File: src/rtl/btn_pkg.sv
// Shared types and default constants for the button debouncer.
// Optional long-press detection is enabled with `BTN_LONG_PRESS_EN.
package btn_pkg;

  typedef enum logic [1:0] {
    RELEASED     = 2'd0,
    PRESS_WAIT   = 2'd1,
    PRESSED      = 2'd2,
    RELEASE_WAIT = 2'd3
  } btn_state_e;

  localparam int DEF_TICK_DIV       = 100_000;
  localparam int DEF_DEBOUNCE_TICKS = 10;
  localparam int DEF_LONG_TICKS     = 1000;

endpackage

File: src/rtl/btn_debounce_ch.sv
// One button channel: 2-flop synchronizer, debounce FSM and event pulses.
// `BTN_LONG_PRESS_EN adds a saturating hold counter and a long-press pulse.
module btn_debounce_ch
  import btn_pkg::*;
#(
  parameter int DEBOUNCE_TICKS = DEF_DEBOUNCE_TICKS,
`ifdef BTN_LONG_PRESS_EN
  parameter int LONG_TICKS     = DEF_LONG_TICKS,
`endif
  parameter bit ACTIVE_LOW     = 1'b0
) (
  input  logic clk_i,
  input  logic rst_ni,
  input  logic tick_i,
  input  logic raw_i,
  output logic level_o,
  output logic press_o,
  output logic release_o
`ifdef BTN_LONG_PRESS_EN
  ,
  output logic long_o
`endif
);

  localparam int               CNT_W    = $clog2(DEBOUNCE_TICKS + 1);
  localparam logic [CNT_W-1:0] CNT_DONE = CNT_W'(DEBOUNCE_TICKS);

  logic [1:0]       sync_q;
  logic             s;
  btn_state_e       state_q;
  logic [CNT_W-1:0] cnt_q;
  logic [CNT_W-1:0] cnt_d;
  logic             level_q;
  logic             press_q;
  logic             release_q;
  logic             press_done;
  logic             release_done;

  // The synchronizer resets to the idle pin level so reset never looks like a press.
  always_ff @(posedge clk_i or negedge rst_ni) begin
    if (!rst_ni) begin
      sync_q <= {2{ACTIVE_LOW}};
    end else begin
      sync_q <= {sync_q[0], raw_i};
    end
  end

  assign s     = sync_q[1] ^ ACTIVE_LOW;
  assign cnt_d = cnt_q + CNT_W'(1);

  assign press_done   = tick_i && (state_q == PRESS_WAIT)   &&  s && (cnt_d == CNT_DONE);
  assign release_done = tick_i && (state_q == RELEASE_WAIT) && !s && (cnt_d == CNT_DONE);

  always_ff @(posedge clk_i or negedge rst_ni) begin
    if (!rst_ni) begin
      state_q   <= RELEASED;
      cnt_q     <= '0;
      level_q   <= 1'b0;
      press_q   <= 1'b0;
      release_q <= 1'b0;
    end else begin
      press_q   <= 1'b0;
      release_q <= 1'b0;
      if (tick_i) begin
        unique case (state_q)
          RELEASED: begin
            if (s) begin
              state_q <= PRESS_WAIT;
              cnt_q   <= CNT_W'(1);
            end
          end
          PRESS_WAIT: begin
            if (!s) begin
              state_q <= RELEASED;
              cnt_q   <= '0;
            end else if (press_done) begin
              state_q <= PRESSED;
              cnt_q   <= '0;
              level_q <= 1'b1;
              press_q <= 1'b1;
            end else begin
              cnt_q <= cnt_d;
            end
          end
          PRESSED: begin
            if (!s) begin
              state_q <= RELEASE_WAIT;
              cnt_q   <= CNT_W'(1);
            end
          end
          RELEASE_WAIT: begin
            if (s) begin
              state_q <= PRESSED;
              cnt_q   <= '0;
            end else if (release_done) begin
              state_q   <= RELEASED;
              cnt_q     <= '0;
              level_q   <= 1'b0;
              release_q <= 1'b1;
            end else begin
              cnt_q <= cnt_d;
            end
          end
          default: begin
            state_q <= RELEASED;
            cnt_q   <= '0;
            level_q <= 1'b0;
          end
        endcase
      end
    end
  end

  assign level_o   = level_q;
  assign press_o   = press_q;
  assign release_o = release_q;

`ifdef BTN_LONG_PRESS_EN
  localparam int                HOLD_W   = $clog2(LONG_TICKS + 1);
  localparam logic [HOLD_W-1:0] HOLD_MAX = HOLD_W'(LONG_TICKS);

  logic [HOLD_W-1:0] hold_q;
  logic [HOLD_W-1:0] hold_d;
  logic              long_q;

  assign hold_d = hold_q + HOLD_W'(1);

  // A brief bounce through RELEASE_WAIT keeps the hold time; only a real release clears it.
  always_ff @(posedge clk_i or negedge rst_ni) begin
    if (!rst_ni) begin
      hold_q <= '0;
      long_q <= 1'b0;
    end else begin
      long_q <= 1'b0;
      if (tick_i) begin
        if (press_done || release_done || (state_q == RELEASED)) begin
          hold_q <= '0;
        end else if ((state_q == PRESSED) || (state_q == RELEASE_WAIT)) begin
          if (hold_q != HOLD_MAX) begin
            hold_q <= hold_d;
            long_q <= (hold_d == HOLD_MAX);
          end
        end
      end
    end
  end

  assign long_o = long_q;
`endif

endmodule

File: src/rtl/button_debouncer.sv
// N-channel push-button conditioner: shared sample-tick prescaler plus one debounce channel per pin.
// Define `BTN_LONG_PRESS_EN to add the btn_long output and per-channel hold counters.
module button_debouncer
  import btn_pkg::*;
#(
  parameter int N_BTN          = 4,
  parameter int TICK_DIV       = DEF_TICK_DIV,
  parameter int DEBOUNCE_TICKS = DEF_DEBOUNCE_TICKS,
  parameter int LONG_TICKS     = DEF_LONG_TICKS,
  parameter int BTN_ACTIVE_LOW = 0
) (
  input  logic             clk,
  input  logic             rst_n,
  input  logic [N_BTN-1:0] btn_raw,
  output logic [N_BTN-1:0] btn_level,
  output logic [N_BTN-1:0] btn_press,
  output logic [N_BTN-1:0] btn_release
`ifdef BTN_LONG_PRESS_EN
  ,
  output logic [N_BTN-1:0] btn_long
`endif
);

  localparam int               DIV_W    = $clog2(TICK_DIV);
  localparam logic [DIV_W-1:0] DIV_LAST = DIV_W'(TICK_DIV - 1);

  if (TICK_DIV < 2) begin : g_bad_tick_div
    $error("button_debouncer: TICK_DIV must be at least 2");
  end
  if (DEBOUNCE_TICKS < 2) begin : g_bad_debounce
    $error("button_debouncer: DEBOUNCE_TICKS must be at least 2");
  end
  if (LONG_TICKS < 1) begin : g_bad_long
    $error("button_debouncer: LONG_TICKS must be at least 1");
  end

  logic [DIV_W-1:0] div_q;
  logic             tick_q;

  // The tick is registered, so the first one appears TICK_DIV cycles after reset release.
  always_ff @(posedge clk or negedge rst_n) begin
    if (!rst_n) begin
      div_q  <= '0;
      tick_q <= 1'b0;
    end else begin
      tick_q <= (div_q == DIV_LAST);
      if (div_q == DIV_LAST) begin
        div_q <= '0;
      end else begin
        div_q <= div_q + DIV_W'(1);
      end
    end
  end

  for (genvar i = 0; i < N_BTN; i++) begin : g_ch
    btn_debounce_ch #(
      .DEBOUNCE_TICKS(DEBOUNCE_TICKS),
`ifdef BTN_LONG_PRESS_EN
      .LONG_TICKS    (LONG_TICKS),
`endif
      .ACTIVE_LOW    (BTN_ACTIVE_LOW != 0)
    ) u_ch (
      .clk_i    (clk),
      .rst_ni   (rst_n),
      .tick_i   (tick_q),
      .raw_i    (btn_raw[i]),
      .level_o  (btn_level[i]),
      .press_o  (btn_press[i]),
      .release_o(btn_release[i])
`ifdef BTN_LONG_PRESS_EN
      ,
      .long_o   (btn_long[i])
`endif
    );
  end

endmodule

File: config.mk
export PLATFORM = sky130hd
export DESIGN_NAME = button_debouncer
export DESIGN_NICKNAME = d
export VERILOG_FILES = /design/src/rtl/btn_pkg.sv /design/src/rtl/btn_debounce_ch.sv /design/src/rtl/button_debouncer.sv
export SDC_FILE = /design/constraint.sdc
export NUM_CORES = 1
export LEC_CHECK = 0
export CORE_ASPECT_RATIO = 1.4
export CORE_UTILIZATION = 53
export CTS_CLUSTER_SIZE = 25
export DETAILED_ROUTE_END_ITERATION = 10
export GPL_TIMING_DRIVEN = 0
export PLACE_DENSITY = 0.85
export SYNTH_ARGS = -nofsm -noshare
export SYNTH_HDL_FRONTEND = slang
export SYNTH_SLANG_ARGS = --single-unit
File: constraint.sdc
create_clock -name clk -period 1.4 [get_ports clk]
set_input_delay 0.28 -clock clk [delete_from_list [all_inputs] [get_ports clk]]
set_output_delay 0.28 -clock clk [all_outputs]
set_load 0.005 [all_outputs]
==> run_1/clock_map.png <==
Drawn at 4 px/µm.
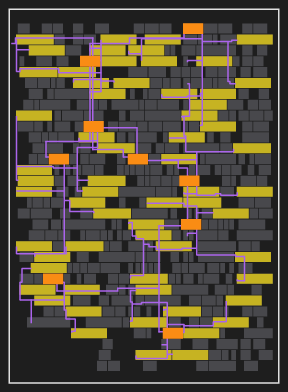
- cells driving clock nets: orange (count 9)
- flip-flops: yellow (count 62)
- clock wires: purple (length 803 µm)
- routed clock nets: 10
- flops lie: all over the die

==> run_1/met1.png <==
Drawn at 3 px/µm. Supply wires on this layer in grey.
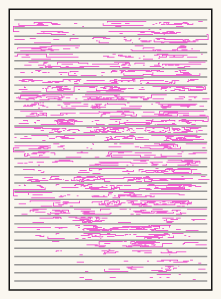
- longest straight run: 18.9 µm
- wire length on this layer: 3,060 µm
Post-Route WL: 8130 µm
via count: 2,711
GR Util met1: 31.0%

==> run_1/final_clocks.png <==
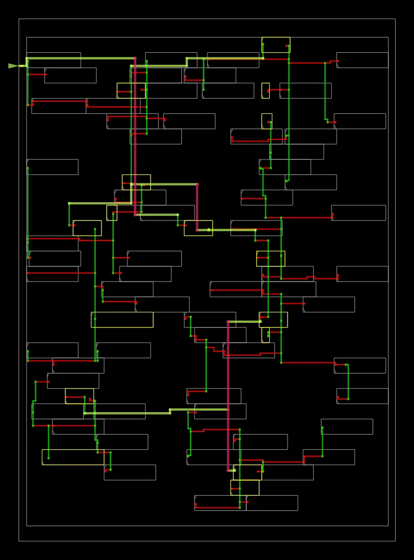
Num CTS Buffers: 9
Final Skew: 0.0118 ns

==> ci_impl_report.md, run 1 <==
## PnR job results

| Metric | Value |
|---|---|
| Clock tree from TritonCTS | built |
| LEAKAGE | 1.93 nW |
| Flip-flops with a built-in enable | 0 |
| Main synth FF type | dfrtp_1 |
| Die Area | 6240 µm² |
| Mapped Cells | 308 |
| Final WS setup | -0.217 ns |
| GP Congestion | 0.837 |
| Area growth from synthesis to layout | 43.1% |
| Worst hold path endpoint | g_ch[3].u_ch.sync_q[1] |
| Cell count after placement | roughly 390 |
| Post-synth mux share | 0.638% |
| Top logic family | simple AND/OR/NAND/NOR gates |
| Slew Limit Fails | 0 |
| Final Core Density | 80.1% |
| FF-to-FF Start | g_ch[1].u_ch.cnt_q[1] |
| Critical Path AT | 1.84 ns |
| Netlist cell types | 49 |
| Crit Path Max Fanout | 5 |
| # setup viols final | 40 |
| Hold Startpoint | g_ch[3].u_ch.sync_q[0] |
| Clk sinks | slightly above 60 |
| CP Capture Type | flip-flop |
| Post-synth ARST share | 100% |
| Top cell type by total area after synthesis | dfrtp_1 |
| IO Count | 18 |
| FF-to-FF setup slack | -0.22 ns |
| Yosys stat chip area | 3140 µm² |
| Slew Limit Headroom | 63.9% |
| CP Data Required Time | 1.63 ns |
| Clock Path Buffers | 2 |
| # diodes | 0 |
| Core Box Area | 5610 µm² |
| Worst IR Drop VDD | 0.000880 V |
| Root buf cell | clkbuf_8 |
| Final #Nets | approximately 400 |
| Xor/xnor share | 5.02% |
| Pwr/cell area | 805 nW/µm² |
| Routed WL per cell | 17.7 µm |
| DP Wirelength | 4200 µm |
| Hold WC Path Type | flip-flop to flip-flop |
| Synth Seq Share | 49.4% |
| Initial Utilization | 56.0% |
| WL met3 | 275 µm |
| Metal2 WL | 4600 µm |
| Layout cells sized above 1 | roughly 42% |
| RSZ-0062 raised after global routing | yes |
| Fmax | 618 MHz |
| Yosys Instances | 308 |
| First-pass GRT wire length | 12,600 µm |
| Max cap viols | 0 |
| Worst-margin pin slew | around 0.54 ns |
| Final Non-Filler Cells | 459 |
| Yosys aoi share | between 10% and 20% |
| Number of H-tree levels | 3 |
| Worst Path Class, Setup | flip-flop to flip-flop |
| Synthesized cell area | 3140 µm² |
| Largest net degree at the start of global routing | 41 |
| Antenna violations before repair | 0 |
| RR Endpoint | g_ch[1].u_ch.level_o |
| Clk pin slew, worst setup/hold paths | 0.07 ns |
| Crit start category | flip-flop |
| Post-Synth Adder-Cell Area | between 3 and 4% |
| Failing checks | negative setup slack |
| YS warnings | 0 |
| Place WS | -0.289 ns |
| Pre-antenna DRT Iters | 4 |
| Vias per inst | roughly 5.9 |
| Fin. Hold Viols | 0 |
| PortBufs | 17 |
| Worst Hold Depth | 0 |
| M1 WL | slightly above 3000 µm |
| Run status | complete, but fails checks |
| Cycle use final | 115% |
| DRC Markers | 0 |
| Die width | 67.0 µm |
| Rows | 32 |
| Die Ht | 93.0 µm |
| Registers, synthesis | just over 60 |
## run 1: layout make-up
type	count	area, µm²
Buffer	15	104
Clock buffer	12	145
Clock inverter	4	70.1
Fill cell	328	1110
Inverter	22	82.6
Multi-Input combinational cell	208	1830
Sequential cell	62	1570
Tap cell	68	85.1
Timing Repair Buffer	68	606
## run 1: timing repair
item	CTS	global route
hold endpoints to repair	22	0
hold buffers	1	0
gates resized	70	43
pin swaps	36	22
setup buffers	41	9
setup endpoints to repair	50	52
## run 1: synthesized netlist by cell type, types with 7 or more instances
cell and instances:
buf_4 12, dfrtp_1 62, ha_1 9, inv_1 22
nand2_1 27, nand3_1 18, nand4_1 9, nor2_1 14
nor3b_1 7, o21ai_0 25, o22ai_1 7, xor2_1 13
## run 1: placed cells by master, fill, tap and decap left out, types with 4 or more instances in the layout
master           count
o21ai_1              5
a32o_1               4
and4_1               4
o21ai_0             15
o22ai_1              6
buf_6               13
nand4_1              9
clkbuf_8            10
dfrtp_2             13
o21ai_2              5
ha_4                 7
xor2_1              12
dfrtp_1             49
dlygate4sd2_1        5
inv_1               19
xnor2_1              5
clkdlybuf4s50_1      4
nand2_1             25
o211ai_1             4
nor2_1               7
nand3_1             15
nor2_2               5
clkdlybuf4s15_1      7
nor3b_2              5
buf_4               48
## run 1: flip-flops by register name (all words and copies together) (netlist names), named ones only
register and cells:
tick_q 1, g_ch.u_ch.level_o 4, g_ch.u_ch.release_o 4, g_ch.u_ch.press_o 4
g_ch.u_ch.sync_q 8, g_ch.u_ch.state_q 4, g_ch.u_ch.cnt_q 16, div_q 17
## run 1: worst max-delay path by stage
stage | start | depth (start not counted) | endpoint
after floorplan | g_ch[1].u_ch.cnt_q[0] | 5 | g_ch[1].u_ch.level_o
after global placement | rst_n | 1 | g_ch[0].u_ch.cnt_q[0]
after detailed placement | div_q[12] | 4 | div_q[10]
after CTS | g_ch[0].u_ch.cnt_q[0] | 5 | g_ch[0].u_ch.level_o
after global routing | g_ch[1].u_ch.cnt_q[0] | 6 | g_ch[1].u_ch.cnt_q[3]
final | g_ch[1].u_ch.cnt_q[1] | 5 | g_ch[1].u_ch.level_o
## run 1: layer usage
metal / vias to the layer above / GRT usage [%]
li1: 1257 / -
met1: 1369 / 31.0
met3: 21 / 5.61
met5: - / 0
met2: 64 / 47.7
met4: 0 / 13.1
## run 1: power by group
group	leakage (nW)	internal, mW	total, mW	switching (mW)
logic	1.00	0.0246	0.0705	0.0459
clock network	0.110	1.05	1.73	0.684
registers	0.814	1.80	1.81	0.0119
## run 1: worst max-delay path, cell delays in order, from the launching register on
cell       delay, ns
dfrtp_2         0.46
ha_4            0.19
and2_4          0.18
o2111ai_4       0.14
and2_4          0.20
a221o_1         0.32
## run 1: stage by stage
stage	power, mW	area, µm²	hold slack, ns	setup TNS [ns]
after global routing	3.74	4490	0.359	-7.30
after global placement	1.90	3550	0.333	-122.00
after CTS	3.63	4280	0.346	-2.21
after detailed placement	1.91	3560	0.287	-6.62
final	3.62	4490	0.342	-3.84
after floorplan	1.85	3290	-0.0156	-1.21
==> run_1/density.png <==
Drawn at 4 px/µm. The die is cut into 7 by 9 equal tiles; white is low, dark blue is high, 0 to 100% covered.
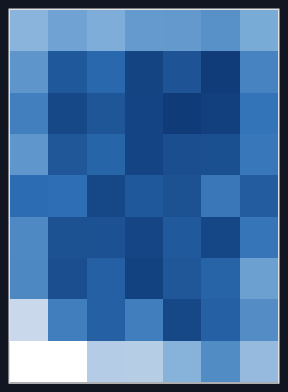

==> inputs of run 2 (changes only) <==
--- a/config.mk
+++ b/config.mk
@@ -5,12 +5,14 @@
 export SDC_FILE = /design/constraint.sdc
 export NUM_CORES = 1
 export LEC_CHECK = 0
+export ABC_AREA = 1
 export CORE_ASPECT_RATIO = 1.4
-export CORE_UTILIZATION = 53
+export CORE_UTILIZATION = 54
 export CTS_CLUSTER_SIZE = 25
 export DETAILED_ROUTE_END_ITERATION = 10
 export GPL_TIMING_DRIVEN = 0
-export PLACE_DENSITY = 0.85
+export PLACE_DENSITY = 0.86
+export RECOVER_POWER = 100
 export SYNTH_ARGS = -nofsm -noshare
 export SYNTH_HDL_FRONTEND = slang
 export SYNTH_SLANG_ARGS = --single-unit
==> run_2/density.png <==
Drawn at 4 px/µm. The die is cut into 7 by 9 equal tiles; white is low, dark blue is high, 0 to 100% covered.
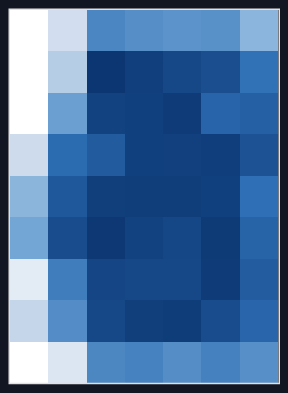
- fullest tile: 98%
- emptiest ninth of the die: upper left
- tiles over 75% full: 57%
- mean over tiles: 70%
- nearly empty tiles: 6.3%
Initial Utilization: 57.2%
Core Box Area: 5610 µm²
Final Core Density: 79.6%

==> run_2/final_clocks.png <==
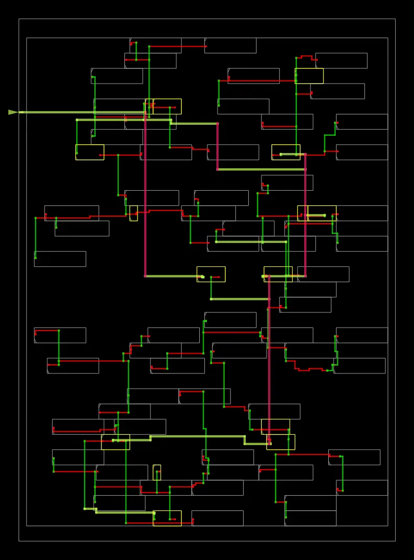
seq_cells: 62
clk sinks: 62
Power Clock: 1.43 mW

==> run 2 against run 1 <==
  * The flow still finishes with violations (negative setup slack)
  * Non-clock buffer count fell by 16
  * Via count rose by 18%
  * Core utilization fell by 0.56 points
  * Clock power fell by 17%
  * Clock skew fell by 0.0024 ns
  * Total power fell by 8.4%
  * Sequential power barely moved
  * Cell count rose by 18%
  * Critical path type unchanged
  * Largest cell class unchanged
  * Largest power group unchanged
==> ci_impl_report.md, run 2 <==
## PnR job results

| Metric | Value |
|---|---|
| Design area | between 4000 and 5000 µm² |
| Pre-antenna DRT Iters | 6 |
| PortBufs | 17 |
| YS warnings | 0 |
| Registers, synthesis | between 60 and 70 |
| Synthesized cell area | 3210 µm² |
| Top cells by count | nand2_1 (107), inv_1 (69), dfrtp_1 (62), nand3_1 (40), nor2_1 (37) |
| CP Data Required Time | 1.64 ns |
| Crit start category | flip-flop |
| Hold Startpoint | g_ch[2].u_ch.sync_q[0] |
| Top cell type by total area after synthesis | dfrtp_1 |
| Placed Area | around 3500 µm² |
| Num CTS Buffers | 9 |
| Worst hold path endpoint | g_ch[2].u_ch.sync_q[1] |
| Clk pin slew, worst setup/hold paths | 0.06 ns |
| Routed WL per cell | roughly 18 µm |
| Failing checks | negative setup slack |
| Die Ht | about 93 µm |
| Final #Nets | 485 |
| Cycle use final | 111% |
| Fin. Hold Viols | 0 |
| Antenna violations before repair | 0 |
| Top Family by Delay on Critical Path | simple AND/OR/NAND/NOR gates |
| Rows | 32 |
| Flip-flops with a built-in enable | 0 |
| FF-to-FF Start | g_ch[0].u_ch.cnt_q[1] |
| Buf/Inv on CP | 0 |
| Slew Limit Headroom | between 40 and 50% |
| Metal2 WL | 5020 µm |
| Pwr/cell area | 742 nW/µm² |
| Layout cells sized above 1 | 35.0% |
| Post-Route WL | just under 10,000 µm |
| IO Count | 18 |
| GP Congestion | 0.876 |
| # setup viols final | 21 |
| Synth Seq Share | 48.4% |
| Crit Path Max Fanout | 5 |
| RSZ-0062 raised after global routing | yes |
| Yosys top cell by instances | nand2_1 |
| FF-to-FF setup slack | -0.15 ns |
| Vias per inst | 5.90 |
| Worst Path Class, Setup | flip-flop to flip-flop |
| Area growth from synthesis to layout | 39.1% |
| Largest Register | div_q |
| Worst Hold Depth | 0 |
| Number of H-tree levels | 3 |
| CP cell instances | ha_4 -> nand2_2 -> nand2_2 -> nor2_4 -> nand3_4 -> nand2_4 -> nand3_2 -> nand2_1 -> nand2_1 |
| Largest net degree at the start of global routing | 34 |
| Cell count after placement | ~490 |
| Post-synth ARST share | 100% |
| Fillers | 294 |
| Final WS setup | -0.152 ns |
| Fmax | 644 MHz |
| Run status | complete, but fails checks |
-- run 2: cell types whose count changed after synthesis, sizes merged, moves of 6 or more --
cell and change:
nand4 +9, xor2 -6, nor3b -7, nand3 +25, o22ai -7, inv +49
o21ai -16, nand2 +82, nor2 +26
-- run 2: worst register-to-register path: stages (launching register included) --
cell	delay, ns
dfrtp_2	0.45
ha_4	0.19
nand2_2	0.07
nand2_2	0.10
nor2_4	0.18
nand3_4	0.14
nand2_4	0.13
nand3_2	0.07
nand2_1	0.07
nand2_1	0.05
-- run 2: metrics by stage --
step	hold slack, ns	power (mW)	setup slack (ns)
after CTS	0.351	3.28	-0.0974
after detailed placement	0.336	1.91	-0.235
final	0.352	3.31	-0.152
after floorplan	-0.0156	1.85	0.00471
after global placement	0.333	1.90	-1.87
after global routing	0.369	3.40	-0.246
-- run 2: worst max path at each step --
stage	startpoint	endpoint	slack, ns
floorplan	g_ch[1].u_ch.cnt_q[0]	g_ch[1].u_ch.cnt_q[3]	0.005
global placement	rst_n	g_ch[0].u_ch.sync_q[0]	-1.87
detailed placement	g_ch[2].u_ch.cnt_q[0]	g_ch[2].u_ch.cnt_q[1]	-0.24
CTS	div_q[0]	div_q[9]	-0.1
global route	g_ch[1].u_ch.cnt_q[1]	flip-flop	-0.25
finish	g_ch[0].u_ch.cnt_q[1]	flip-flop	-0.15
-- run 2: kinds of logic (layout without fill, tap and decap cells) --
family          Yosys count  after routing  synth area share (%)
compound gates           23             23                  3.86
flops                    62             62                  48.4
xor+xnor                  8              8                  2.19
fa+ha+maj                 9              9                  3.51
buf+inv                  84            153                  11.4
simple gates            219            219                  30.7
-- run 2: where the power goes --
part / internal (mW) / switching [mW]
Clock: 0.729 / 0.696
Combinational: 0.0198 / 0.0498
Sequential: 1.80 / 0.0126
-- run 2: cell type report --
class / count / area, µm² / share of cell area, %
plain buffers: 13 / 97.6 / 2.19
clock buffers: 14 / 163 / 3.65
clock inverters: 1 / 5.00 / 0.112
inverters: 71 / 274 / 6.14
multi-input cells: 259 / 1790 / 40.1
flip-flops and latches: 62 / 1560 / 35.1
well taps: 68 / 85.1 / 1.91
repair buffers: 54 / 483 / 10.8
-- run 2: what timing repair did --
| item | CTS | global route |
|---|---|---|
| setup endpoints to repair | 35 | 39 |
| hold buffers | 1 | 0 |
| endpoints found under the hold margin | 16 | 0 |
| gates resized | 66 | 94 |
| pin swaps | 33 | 41 |
| setup buffers | 23 | 13 |
-- run 2: routing by layer --
layer / track usage [%] / vias to the layer above
met5: 0 / -
met4: 19.1 / 0
met3: 6.59 / 68
met2: 45.9 / 189
met1: 28.0 / 1549
li1: - / 1391
Power figures rest on the tool's default switching activity, not on a simulated workload.
